Placed cells, one colour a class:
Bar = 100 um.
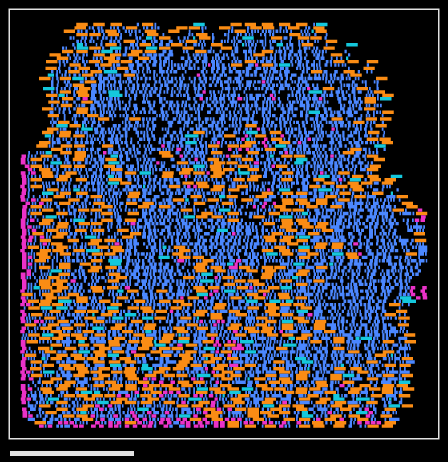
Where the registers sit:
Other sequential cells in the stronger grey, the rest of the logic in the fainter grey.
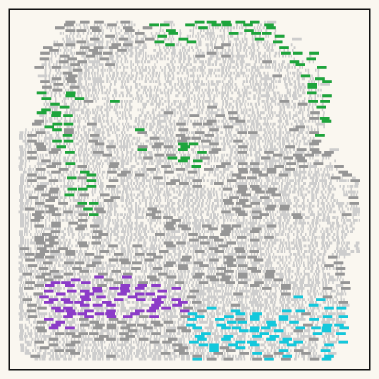
Power grid:
Pins as bars on the die edge. Tap cells in grey.
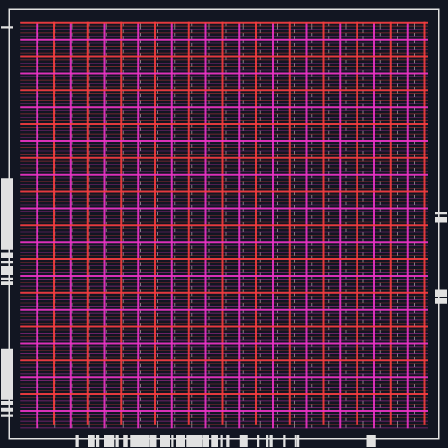
Congestion heat map:
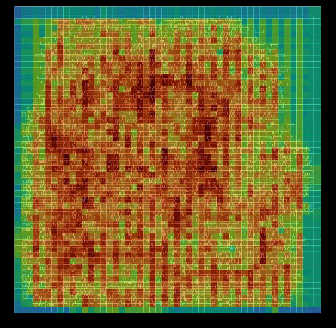
Design control_loop_pi_multichan_flat, sky130hd; sources not shown.
==> results.yml <==
# physical design summary
pwr:
  p_comb_frac: 0.576
  clk-power_mw: 1.04
  power_leader: "combinational cells"
  leakage_nw: 26.6
  max-vdd-ir-drop_v: 0.0000723
grt:
  busiest_layer: "met2"
  grt_pass1_vias: 51900
  grt_pass1_wl_mm: 314
sta:
  rsz0062_at_grt: "false"
  hold_viol_final: 0
  tightest_slew_ns: 0.916
  finalSetupTns_ns: 0
  period_minus_slack_ns: 13.02
  finalCritPeriodShare: 0.365
route:
  vias_per_cell: 6.48
  wl_per_cell_um: 26.3
  ant_nets: 0
yosys:
  syn_area_mm2: 0.0519
  edf_count: 0
  ys.flops: 790
  async_flop_share: 1.00
  fa_ha_area_frac: 0.0768
  synth-xor-area-share: 0.0394
status:
  status: "completed"
finish:
  largestClassByArea: "multi-input combinational cells"
  fill_cells: 12800
  final_cells: 7752
  flop-count: 790
critical_path:
  worstPathRequired_ns: 36.26
  crit_fanout: 47
  crit_path_start_kind: "flip-flop"
  critPathArrivalTime_ns: 13.58
  r2r_slack_ns: 22.68
  worstSetupPathType: "reg -> reg"
  slowest_delay_ns: 0.61
clock_tree:
  clk_path_buf_depth: 3
  cts_buffers: 89
  clk_latency_ns: 0.71
worst_hold_path:
  hold_class: "reg -> reg"
floorplan:
  row_count: 120
Notes on 'placed cells, one colour a class' above:
class	colour	cells	share of their area
remaining logic cells	blue	5100	54%
remaining buffers and delay cells	magenta	294	5.0%
clock drivers and dummy loads	cyan	165	5.8%
registers	orange	790	35%
Final Cell Area: 0.0585 mm2
flop share of the area: 0.338

Notes on 'where the registers sit' above:
name in the netlist	colour	placed flops
u_core.mul_mcand	green	96
u_core.e_prev	purple	76
u_core.adj_prev	cyan	80
not coloured	538
seq pwr: 1.11 mW
utilization after layout: 0.546
Register Area: 0.0198 mm2

Notes on 'power grid' above:
net	colour
VDD	red
VSS	magenta
rows	120
met1 rails	121
met4 straps	24
signal pins	198
die width: 345 um
chip height: 345 um

Notes on 'congestion heat map' above:
met1 Resource Use GR: 0.436
total track usage: 0.336
met3 GRT Util: 0.0573

Power and IR drop assume default switching activity.
